==> src/rtl/ser_sched_pkg.sv <==
// Shared types and constants for the serializer scheduler.
package ser_sched_pkg;

  localparam int DATA_W     = 16;
  localparam int MOD_W      = 4;
  localparam int WDOG_LIMIT = 20;
  localparam int WDOG_W     = 5;

  localparam logic [MOD_W-1:0] MOD_BAD1 = 4'd1;
  localparam logic [MOD_W-1:0] MOD_BAD2 = 4'd2;

  typedef enum logic [1:0] {
    S_IDLE  = 2'd0,
    S_ISSUE = 2'd1,
    S_WAIT  = 2'd2
  } state_e;

  // Length codes 1 and 2 are too short for the serializer to run.
  function automatic logic mod_ok(input logic [MOD_W-1:0] m);
    return (m != MOD_BAD1) && (m != MOD_BAD2);
  endfunction

endpackage

==> src/rtl/rr_arbiter.sv <==
// Combinational round-robin arbiter: search starts at ptr and wraps.
module rr_arbiter #(
  parameter int N = 4,
  localparam int IW = (N > 1) ? $clog2(N) : 1
) (
  input  logic [N-1:0]  req,
  input  logic [IW-1:0] ptr,
  output logic [N-1:0]  gnt,
  output logic [IW-1:0] gnt_id
);

  logic          found;
  logic [IW-1:0] idx;

  // First requester at or after ptr (modulo N) wins.
  always_comb begin
    gnt    = '0;
    gnt_id = '0;
    found  = 1'b0;
    idx    = '0;
    for (int i = 0; i < N; i++) begin
      idx = IW'((int'(ptr) + i) % N);
      if (!found && req[idx]) begin
        found    = 1'b1;
        gnt[idx] = 1'b1;
        gnt_id   = idx;
      end
    end
  end

endmodule

==> src/rtl/ser_sched.sv <==
// Round-robin scheduler sharing one serializer among N_REQ requesters.
// Handshake: a requester transfers when req_val_i[k] & req_ready_o[k] are
// both high in a cycle; ready is one-hot or zero and only offered in IDLE
// while the serializer is idle. Optional watchdog: SER_SCHED_WDOG_EN.
module ser_sched
  import ser_sched_pkg::*;
#(
  parameter int N_REQ = 4,
  localparam int IW = $clog2(N_REQ)
) (
  input  logic                    clk_i,
  input  logic                    arstn_i,
  input  logic [N_REQ*DATA_W-1:0] req_data_i,
  input  logic [N_REQ*MOD_W-1:0]  req_mod_i,
  input  logic [N_REQ-1:0]        req_val_i,
  output logic [N_REQ-1:0]        req_ready_o,
  output logic [DATA_W-1:0]       ser_data_o,
  output logic [MOD_W-1:0]        ser_mod_o,
  output logic                    ser_val_o,
  input  logic                    ser_busy_i,
  output logic [IW-1:0]           grant_id_o,
  output logic [N_REQ-1:0]        err_o,
  output logic                    wdog_o,
  output logic [1:0]              state_o
);

  state_e              state_q;
  logic [IW-1:0]       ptr_q;
  logic [DATA_W-1:0]   hold_data_q;
  logic [MOD_W-1:0]    hold_mod_q;
  logic [IW-1:0]       grant_id_q;
  logic [N_REQ-1:0]    arb_gnt;
  logic [IW-1:0]       arb_id;
  logic [IW-1:0]       ptr_next;
  logic [DATA_W-1:0]   sel_data;
  logic [MOD_W-1:0]    sel_mod;
  logic                busy_ok;
  logic                xfer;

  rr_arbiter #(.N(N_REQ)) u_arb (
    .req    (req_val_i),
    .ptr    (ptr_q),
    .gnt    (arb_gnt),
    .gnt_id (arb_id)
  );

  assign sel_data = req_data_i[arb_id*DATA_W +: DATA_W];
  assign sel_mod  = req_mod_i[arb_id*MOD_W +: MOD_W];
  assign ptr_next = (arb_id == IW'(N_REQ-1)) ? '0 : arb_id + 1'b1;

`ifdef SER_SCHED_WDOG_EN
  logic [WDOG_W-1:0] wdog_cnt_q;
  logic              ign_busy_q;
  logic              wdog_q;
  // After a watchdog abort the stuck busy flag must not block new grants.
  assign busy_ok = !ser_busy_i || ign_busy_q;
  assign wdog_o  = wdog_q;
`else
  assign busy_ok = !ser_busy_i;
  assign wdog_o  = 1'b0;
`endif

  // Ready is the arbiter winner, offered only in IDLE with the serializer
  // free; gated by reset so it is quiet while the block is held in reset.
  always_comb begin
    req_ready_o = '0;
    if (arstn_i && (state_q == S_IDLE) && busy_ok) req_ready_o = arb_gnt;
  end

  assign xfer = |(req_val_i & req_ready_o);

  // Main FSM: capture on transfer, pulse start, wait for busy to drop.
  always_ff @(posedge clk_i or negedge arstn_i) begin
    if (!arstn_i) begin
      state_q     <= S_IDLE;
      ptr_q       <= '0;
      hold_data_q <= '0;
      hold_mod_q  <= '0;
      grant_id_q  <= '0;
      ser_val_o   <= 1'b0;
      err_o       <= '0;
`ifdef SER_SCHED_WDOG_EN
      wdog_cnt_q  <= '0;
      ign_busy_q  <= 1'b0;
      wdog_q      <= 1'b0;
`endif
    end else begin
      ser_val_o <= 1'b0;
      err_o     <= '0;
`ifdef SER_SCHED_WDOG_EN
      wdog_q    <= 1'b0;
      if (!ser_busy_i) ign_busy_q <= 1'b0;
`endif
      case (state_q)
        S_IDLE: begin
          if (xfer) begin
            hold_data_q <= sel_data;
            hold_mod_q  <= sel_mod;
            grant_id_q  <= arb_id;
            ptr_q       <= ptr_next;
            if (mod_ok(sel_mod)) begin
              state_q   <= S_ISSUE;
              ser_val_o <= 1'b1;
            end else begin
              err_o <= arb_gnt;
            end
          end
        end
        S_ISSUE: begin
          state_q <= S_WAIT;
`ifdef SER_SCHED_WDOG_EN
          wdog_cnt_q <= '0;
`endif
        end
        S_WAIT: begin
          if (!ser_busy_i) begin
            state_q <= S_IDLE;
          end
`ifdef SER_SCHED_WDOG_EN
          else if (wdog_cnt_q == WDOG_W'(WDOG_LIMIT)) begin
            state_q    <= S_IDLE;
            wdog_q     <= 1'b1;
            ign_busy_q <= 1'b1;
            wdog_cnt_q <= '0;
          end else begin
            wdog_cnt_q <= wdog_cnt_q + 1'b1;
          end
`endif
        end
        default: state_q <= S_IDLE;
      endcase
    end
  end

  assign ser_data_o = hold_data_q;
  assign ser_mod_o  = hold_mod_q;
  assign grant_id_o = grant_id_q;
  assign state_o    = state_q;

endmodule

==> config.mk <==
export PLATFORM = sky130hd
export DESIGN_NAME = ser_sched
export DESIGN_NICKNAME = d
export VERILOG_FILES = /design/src/rtl/ser_sched_pkg.sv /design/src/rtl/rr_arbiter.sv /design/src/rtl/ser_sched.sv
export SDC_FILE = /design/constraint.sdc
export NUM_CORES = 1
export LEC_CHECK = 0
export CAP_MARGIN = 10
export CORE_ASPECT_RATIO = 1.4
export CORE_MARGIN = 1
export CORE_UTILIZATION = 31
export DETAILED_ROUTE_END_ITERATION = 10
export HOLD_SLACK_MARGIN = 0.15
export MAX_ROUTING_LAYER = met4
export SYNTH_ARGS = -nofsm -noshare
export SYNTH_HDL_FRONTEND = slang
export SYNTH_SLANG_ARGS = --single-unit
==> constraint.sdc <==
create_clock -name clk_i -period 3.84 [get_ports clk_i]
set_clock_uncertainty 0.05 [all_clocks]
set_input_delay 0.384 -clock clk_i [delete_from_list [all_inputs] [get_ports clk_i]]
set_output_delay 0.384 -clock clk_i [all_outputs]
set_load 0.02 [all_outputs]
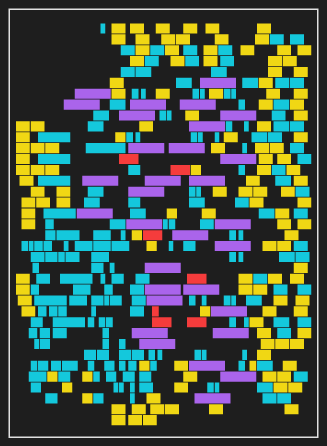
Run 1: placed cells, one color a class
Scale: 4 px per um.
Key: cyan = all other logic [cells 185, share of their area 42%]; red = clock drivers and dummy loads [cells 7, share of their area 2.4%]; yellow = other buffers and delay cells [cells 131, share of their area 35%]; purple = flops [cells 31, share of their area 21%]

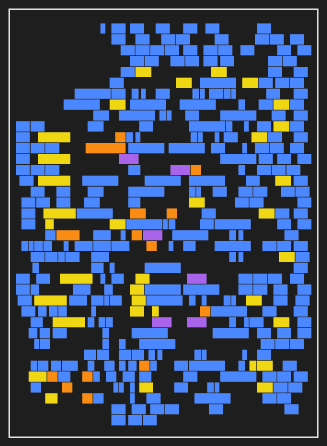
Run 1: sizing map
Scale: 4 px per um.
Key: blue = drive 1 or less [cells 300, share 85%]; purple = drive 6 and up [cells 6, share 1.7%]; yellow = drive 2 [cells 34, share 9.6%]; orange = drive 3 to 4 [cells 14, share 4.0%]

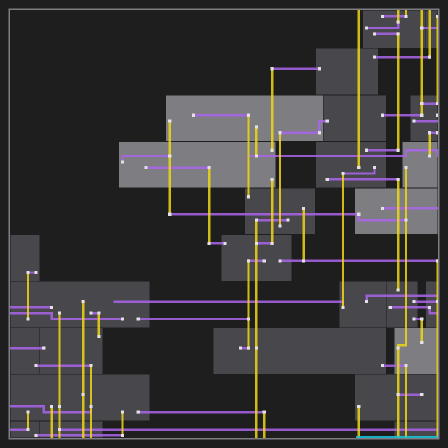
Run 1: close-up of the layout
Window x 7 to 32, y 67 to 92 um. Cells in gray, sequential cells in the stronger gray; small squares are vias.
Key: yellow = met2; cyan = met3; purple = met1
Most frequent: clkdlybuf4s50_1 (3), dfrtp_1 (3). Netlist names of flops here include ser_mod_o (2), ser_data_o (1). 18 logic cells have their middle in the window. Sequential cells in the window: 3.

[run 1: repair_timing]
item	in CTS	in global routing
hold buffers	1	0
gates resized	0	1
endpoints found under the hold margin	8	0
endpoints found under the setup margin	0	3
setup buffers	0	0
[run 1: worst paths after layout]
check | from | end | slack, ns
max | ptr_q[1] | req_ready_o[2] | 0.15
min | ser_data_o[7] | ser_data_o[7] | 0.43
max reg2reg | ptr_q[1] | ser_data_o[13] | 0.46
min reg2reg | ser_data_o[7] | ser_data_o[7] | 0.43
max in group asynchronous | arstn_i | ser_mod_o[1] | 2.72
min in group asynchronous | arstn_i | grant_id_o[0] | 0.46
[run 1: state kept, by name (all words and copies together), names as in the netlist]
register and flops:
ser_mod_o 4, ptr_q 2, err_o 4, state_o 2
ser_val_o 1, grant_id_o 2, ser_data_o 16
[run 1: cell usage in the layout (no fill, tap or decap), types with 5 or more instances in the layout]
cell,instances
sky130_fd_sc_hd__clkdlybuf4s50_1,118
sky130_fd_sc_hd__ha_1,7
sky130_fd_sc_hd__mux2_2,17
sky130_fd_sc_hd__nand2_1,18
sky130_fd_sc_hd__buf_4,11
sky130_fd_sc_hd__inv_1,7
sky130_fd_sc_hd__a21oi_1,5
sky130_fd_sc_hd__mux4_2,7
sky130_fd_sc_hd__nor3_1,9
sky130_fd_sc_hd__clkbuf_8,6
sky130_fd_sc_hd__o21ai_0,16
sky130_fd_sc_hd__mux2i_1,34
sky130_fd_sc_hd__dfrtp_1,31
sky130_fd_sc_hd__nor2_1,8
[run 1: power groups by stage]
stage / clock network [mW] / logic [mW] / registers [mW]
2_1_floorplan: 0 / 1.25 / 0.698
3_3_place_gp: 0 / 2.01 / 0.535
3_5_place_dp: 0 / 2.02 / 0.538
4_1_cts: 0.263 / 2.02 / 0.533
5_1_grt: 0.275 / 2.16 / 0.549
6_report: 0.249 / 1.99 / 0.530
[run 1: final cells by class]
| class | count | area share [%] |
|---|---|---|
| multi-input cells | 178 | 39.92 |
| inverters | 7 | 0.6894 |
| flip-flops and latches | 31 | 20.35 |
| clock inverters | 1 | 0.1313 |
| repair buffers | 131 | 33.55 |
| well taps | 97 | 3.184 |
| clock buffers | 6 | 2.167 |
[run 1: metrics by stage]
| stage | setup WS (ns) | hold WS (ns) |
|---|---|---|
| after floorplan | 0.6017 | 0.03841 |
| after global placement | 0.3230 | 0.1977 |
| after detailed placement | 0.3378 | 0.2031 |
| after CTS | 0.1335 | 0.4362 |
| after global routing | 0.01071 | 0.4653 |
| final | 0.1512 | 0.4328 |
[run 1: kinds of logic (layout without fill, tap and decap cells)]
logic type	count (synthesis)	after routing
AOI/OAI and AO/OA	45	45
xor gates and xnor gates	2	2
adders and majority gates	7	7
buffers and inverters	25	145
DFF	31	31
muxes	62	62
other	1	1
and+or+nand+nor	61	61
[run 1: tightest hold or removal path, cell delays in order, from the launching register on]
cell and delay, ns:
sky130_fd_sc_hd__dfrtp_1 0.34, sky130_fd_sc_hd__nand2_1 0.04, sky130_fd_sc_hd__o21ai_0 0.06
[run 1: routing by layer]
layer	part of all wire (%)	wire length [um]
met1	40	2701
met2	51	3419
met3	7.4	493
met4	1.3	84
met5	0	0
==> design notes, run 1 <==
The met3 capacity usage during global routing came out at 3.489%. After global routing the overflow that remains totals 0. The start-to-end type of the worst setup path is register to output pin. The run gives 775.7 um2 for the sequential cell area. The net count of the finished layout came out at 448. The tree is rooted in a sky130_fd_sc_hd__clkbuf_8. The worst setup path is launched from a register. The total number of vias is 2219. The fraction of layout cells with a size suffix above 1 was 15.25%. The share of the yosys chip area belonging to registers came out at 32.01%. Instance count after placement with tap cells included: 443. The count of nets left with antenna violations once routing finished came out at 0. The logs give 4 for the iteration count of the initial detailed-routing pass and 0 ns for the sum of negative setup slack. The largest area contributor in the synthesized netlist is sky130_fd_sc_hd__dfrtp_1. The tools report the number of pins exceeding their max-slew limit in the final report as 0. For reference, the critical path cell chain is inv_1 > ha_1 > or3b_1 > a2111o_1 > a21boi_0 > nor3_1 > nor2_1 > clkdlybuf4s50_1. According to the hold report, the worst path is of the register to register type.

Sum of buffers and inverters on the critical path: 2. The most frequently used library cell after synthesis is sky130_fd_sc_hd__mux2i_1. 121 I/O pins were placed.

In the Yosys report the total cell count is 234. The vertical die dimension reported for this design is 106.6 um. The run finished with clean final reports. Setup repair after global routing left no endpoint under its margin.

The switching share of power was 43.02%; the cell area after placement was 3709 um2. The CTS H-tree depth was 2; the weighted congestion at the end of routability-driven global placement was 0.7825. The run gives 3.25 ns for the critical path arrival. The synthesized netlist devotes 12.13% of its cell area to compound gates.

By count the netlist is led by sky130_fd_sc_hd__mux2i_1, sky130_fd_sc_hd__dfrtp_1, sky130_fd_sc_hd__nand2_1. The highest-delay cell along the critical path is sky130_fd_sc_hd__clkdlybuf4s50_1. The run gives 18.31% as the met1 track demand over resource.

For reference, the placement row count at floorplan is 37. The number of enable-type register cells in the synthesized netlist was 0; the final hold violation count was 0. The analysis attributes to cell leakage a power of 1.538 nW. The routed design could run at a clock period as short as 3.689 ns. Power density normalized to cell area: 727.3 nW/um2.

In this run the VDD rail shows a maximum IR drop of 0.4054 mV. Once layout is complete, the cells apart from fillers number 451. The detailed-route DRC error count is 0. On the worst path, the slowest cell contributes a delay of 0.61 ns. The synthesized netlist handed to floorplanning was reported with a cell count of 234.

0 antenna diodes ended up in the layout. The fraction of registers with async set or reset after synthesis came out at 100.0%. The floorplan step records an initial core utilization of 32.52%.

The final core utilization is 51.13%. The run gives 0 for the total setup violations reported at the end of the flow. Summed over its instances, the top area cell type makes up 32.01% of the synthesized netlist area. CTS sink count: 31.

The chip area line of the yosys report is 2424 um2. Counting the warning lines in the Yosys log gives 0. At the worst endpoint, the required time is 3.41 ns. Along the worst path, the maximum fanout reaches 5. In this run the number of cells on the critical path is 8.

Looking at the clock tree report, the maximum root-to-sink buffer count equals 2. The worst path uses 96.06% of the clock period. With the average instance area after synthesis at 10.36 um2, the area fraction in full adders, half adders and majority gates is 3.614%. The registers of the reported paths see a clock transition of 0.06 ns. For reference, simple AND, OR, NAND and NOR cells occupy 14.40% of the area reported after synthesis. CTS added clock buffers totalling 5. By area the synthesized netlist is led by sky130_fd_sc_hd__dfrtp_1, sky130_fd_sc_hd__mux2i_1, sky130_fd_sc_hd__mux2_2.

The report puts the cell count of the worst reg-to-reg path at 10. The dominant kind of combinational cell is multiplexers. The net count after synthesis is 328. The flow measured a signed area growth from synthesis to layout of 57.25%. The synthesized netlist occupies a cell area of 2424 um2.
Run 1, met1 routing:
Scale: 4 px per um.
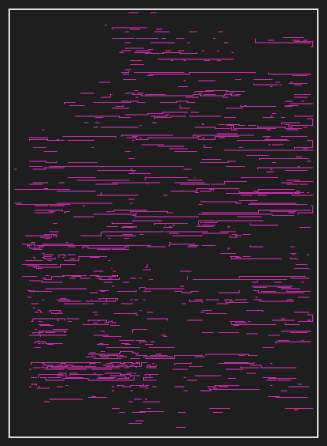

## Run 2: what changed since run 1
Settings changed: CELL_PAD_IN_SITES_DETAIL_PLACEMENT set to 0, CELL_PAD_IN_SITES_GLOBAL_PLACEMENT set to 1, CORE_UTILIZATION 31 to 30, PLACE_DENSITY_LB_ADDON set to 0.1.
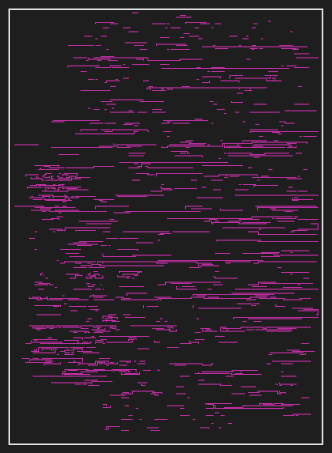
Run 2: met1 routing
Scale: 4 px per um.
The layer carries 2900 um of wire. 384 nets have wire on it. The layer holds 41% of the routed length. The longest straight run is 31.7 um. The wires run mostly horizontal.
routing usage on met1: 19.41%
via total after detailed routing: 2209
final wirelength: 7034 um

==> run 2 against run 1 <==
Against the previous run:
- critical path depth unchanged
- highest routed layer unchanged
- clock power down 8.8%
- critical path type unchanged
- setup slack better by 0.015 ns
==> design notes, run 2 <==
The post-CTS setup-driven buffer insertion count was 0 (unchanged). By area the synthesized netlist is led by sky130_fd_sc_hd__dfrtp_1, sky130_fd_sc_hd__mux2i_1, sky130_fd_sc_hd__mux2_2. For the number of fill cells in the layout, the log shows 770. The maximum VDD drop was 0.4083 mV (+0.71%). In this run the clock root is driven by a sky130_fd_sc_hd__clkbuf_8. Post-synthesis cell count from yosys: 234 (unchanged). The number of pins exceeding their max-slew limit in the final report was 0 (unchanged); the antenna violation net count after detailed routing was 0 (unchanged). Setup repair after global routing left no endpoint under its margin.

The cell leakage power is 1.521 nW (-1.1%). The cell class contributing the biggest share of worst-path delay was buffers and inverters. For this run, the total global-route usage over all layers was measured as 16.91%.

By startpoint and endpoint, the worst setup path is classified as register to output pin. The final hold violation count was 0 (unchanged). The most used flip-flop cell after synthesis is sky130_fd_sc_hd__dfrtp_1. Number of flip-flops in the largest register: 16 (unchanged). With the instance count after placement with tap cells included at 444 (+0.23%), the maximum number of buffers from clock root to sink is 2 (unchanged).

Per the STA report, the cell with the highest stage delay on the worst path is sky130_fd_sc_hd__clkdlybuf4s50_1. With the worst hold slack at 0.4290 ns (-0.003852 ns), the DRC marker count from the first detailed-route iteration is 82. The most repeated cell in the gate-level netlist after synthesis was sky130_fd_sc_hd__mux2i_1. The number of diodes was 0 (unchanged); the average instance area after synthesis was 10.36 um2 (unchanged).

After detailed routing, the number of vias per cell comes to 4.898. The number of enable-type register cells in the synthesized netlist works out to 0 (unchanged). For the starting utilization of the core area, the log shows 31.08% (-1.4 points). The global routing stage identified its most utilized layer as met2. The run reported a max-capacitance violation count of 0. The power density normalized to cell area works out to 733.0 nW/um2 (+0.78%). The yosys synthesis warning count is 0 (unchanged), and the filler-free cell count of the finished design is 451 (unchanged). The number of storage elements in the synthesis netlist is 31, and the number of placement rows is 38 (+2.7%). By instance count after routing, the leading logic cell types are sky130_fd_sc_hd__clkdlybuf4s50_1, sky130_fd_sc_hd__mux2i_1, sky130_fd_sc_hd__dfrtp_1. The first global-routing pass estimated 10810 um of wire.

For this run, the top clock speed supported by timing is 272.2 MHz. With the fraction of layout cells with a size suffix above 1 at 15.67% (+0.42 points), the sum of negative setup slack is 0 ns (unchanged). The global route total overflow was 0 (unchanged); the CTS buffer count was 5 (unchanged). The run gives 2424 um2 (unchanged) as the chip area line of the yosys report. The worst setup path is captured at an output pin.

The longest individual stage delay on the worst path was 0.61 ns (about the same). With the iteration count of the initial detailed-routing pass at 5 (+1), the minimum clock period after layout is 3.674 ns (-0.01523 ns). The sequential cell area is 777.0 um2 (+0.16%), and the CTS H-tree depth is 2 (unchanged). The clock reaches the later pin of the worst-skew pair after 0.27 ns.

For the number of top-level design ports, the log shows 121 (unchanged). The fraction of registers with async set or reset after synthesis is 100.0% (unchanged), and the critical path arrival is 3.24 ns (about the same). The net count after synthesis came out at 328 (unchanged). By instance count after routing, the leading logic cell type is sky130_fd_sc_hd__clkdlybuf4s50_1.

The required time of the critical path was 3.41 ns (about the same). The launch point of the worst reg-to-reg path is ptr_q[1]. The area overhead of the layout relative to synthesis was 56.94%; the sum of buffers and inverters on the critical path was 2 (unchanged). The run gives 32.01% (unchanged) for the share of the yosys chip area belonging to registers. The origin of the worst min-delay path was ser_data_o[0].

For the netlist area before placement, the log shows 2424 um2 (unchanged). The tools report the detailed-route DRC error count as 0 (unchanged). The share of the synthesized area in the top cell type is 32.01% (unchanged).

With the clock slew seen by the registers of the worst setup and hold paths at 0.06 ns (about the same), the CTS sink count is 31 (unchanged). Per STA, the startpoint of the critical path is ptr_q[1]. For reference, the critical path cell chain is inv_1 > ha_2 > or3b_1 > a2111o_1 > a21boi_1 > nor3_2 > nor2_1 > clkdlybuf4s50_1. Overall die height: 108.4 um (+1.6%). The maximum fanout encountered on the critical timing path is 10 (+5).

The number of cells produced by synthesis came out at 234 (unchanged). The type of the worst min-delay path is register to register. The run gives 446 (-0.45%) for the net count of the finished layout. For reference, the top cells by count after synthesis are sky130_fd_sc_hd__mux2i_1, sky130_fd_sc_hd__dfrtp_1, sky130_fd_sc_hd__nand2_1.

Looking at area per cell type in the netlist, the leader is sky130_fd_sc_hd__dfrtp_1. The flow ran to the end, and the final reports show no timing, DRC or antenna violations. The critical path startpoint category was a register. The weighted congestion at the end of routability-driven global placement came out at 0.8507 (+8.7%). For the total setup violations reported at the end of the flow, the log shows 0 (unchanged). The share of the clock period used by the worst path came out at 95.67% (-0.40 points).
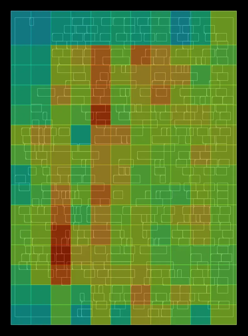
Run 2: routing congestion map
met3 Use GR: 3.038%
routed length per instance: 15.60 um

==> run 2: cell counts after synthesis <==
No cell type changed its count.
==> run 2: area by class of cell <==
type	instances	area share, %
Clock buffer	6	1.908
Inverter	7	0.6908
Multi-Input combinational cell	178	40.46
Sequential cell	31	20.43
Tap cell	100	3.289
Timing Repair Buffer	129	33.22
==> run 2: worst reg2reg max path, stage by stage, from the launching register on <==
cell                      delay [ns]
sky130_fd_sc_hd__dfrtp_2        0.47
sky130_fd_sc_hd__inv_1          0.17
sky130_fd_sc_hd__ha_2           0.37
sky130_fd_sc_hd__nor3b_1        0.20
sky130_fd_sc_hd__a22oi_1        0.43
sky130_fd_sc_hd__a21oi_2        0.16
sky130_fd_sc_hd__a21oi_4        0.51
sky130_fd_sc_hd__buf_4          0.49
sky130_fd_sc_hd__mux2i_1        0.14
sky130_fd_sc_hd__mux2_2         0.28
sky130_fd_sc_hd__o21ai_0        0.15
==> run 2: per-stage QoR <==
stage | power, mW | cell area, um2 | util, % | setup WS [ns]
2_1_floorplan | 1.945 | 2424 | - | 0.6017
3_3_place_gp | 2.551 | 3697 | 47.42 | 0.2814
3_5_place_dp | 2.573 | 3697 | 47.42 | 0.2318
4_1_cts | 2.821 | 3792 | 48.64 | 0.008336
5_1_grt | 2.995 | 3804 | 48.78 | 0.01208
6_report | 2.788 | 3804 | 48.78 | 0.1664
==> run 2: timing repair <==
| item | in CTS | in global routing |
|---|---|---|
| setup endpoints to repair | 4 | 4 |
| resized | 3 | 6 |
| hold buffers | 1 | 0 |
| endpoints found under the hold margin | 5 | 0 |
==> run 2: path summary, 6_finish.rpt <==
path	end	slack [ns]	cells past startpoint
worst max-delay path	req_ready_o[2]	0.17	8
worst min-delay path	ser_data_o[0]	0.43	2
worst max register to register	ser_data_o[8]	0.35	10
worst min register to register	ser_data_o[0]	0.43	2
max in group asynchronous	ptr_q[1]	2.68	3
min in group asynchronous	err_o[3]	0.47	2
==> run 2: metal layers <==
metal	share of wire, %	vias to the layer above
met5	0	-
met4	1.8	0
met3	6.0	11
met2	51	81
met1	41	1026
li1	-	1091
==> run 2: kinds of logic (layout without fill, tap and decap cells) <==
kind of cell             count (synthesis)  count (layout)  synth area share [%]
other                                    1               1                0.1547
AND/OR/NAND/NOR                         61              61                 14.40
adder cells (fa/ha/maj)                  7               7                 3.614
XOR/XNOR                                 2               2                 1.497
flip-flops                              31              31                 32.01
AND-OR/OR-AND                           45              45                 12.13
multiplexers                            62              62                 30.30
buffers and inverters                   25             142                 5.886
==> run 2: power breakdown <==
part / internal, mW / total [mW] / leakage, nW / switching [mW]
combinational: 0.992 / 2.02 / 1.09 / 1.03
sequential: 0.463 / 0.538 / 0.389 / 0.0749
clock: 0.120 / 0.227 / 0.0371 / 0.107
Power is estimated from default activity; no workload was simulated.
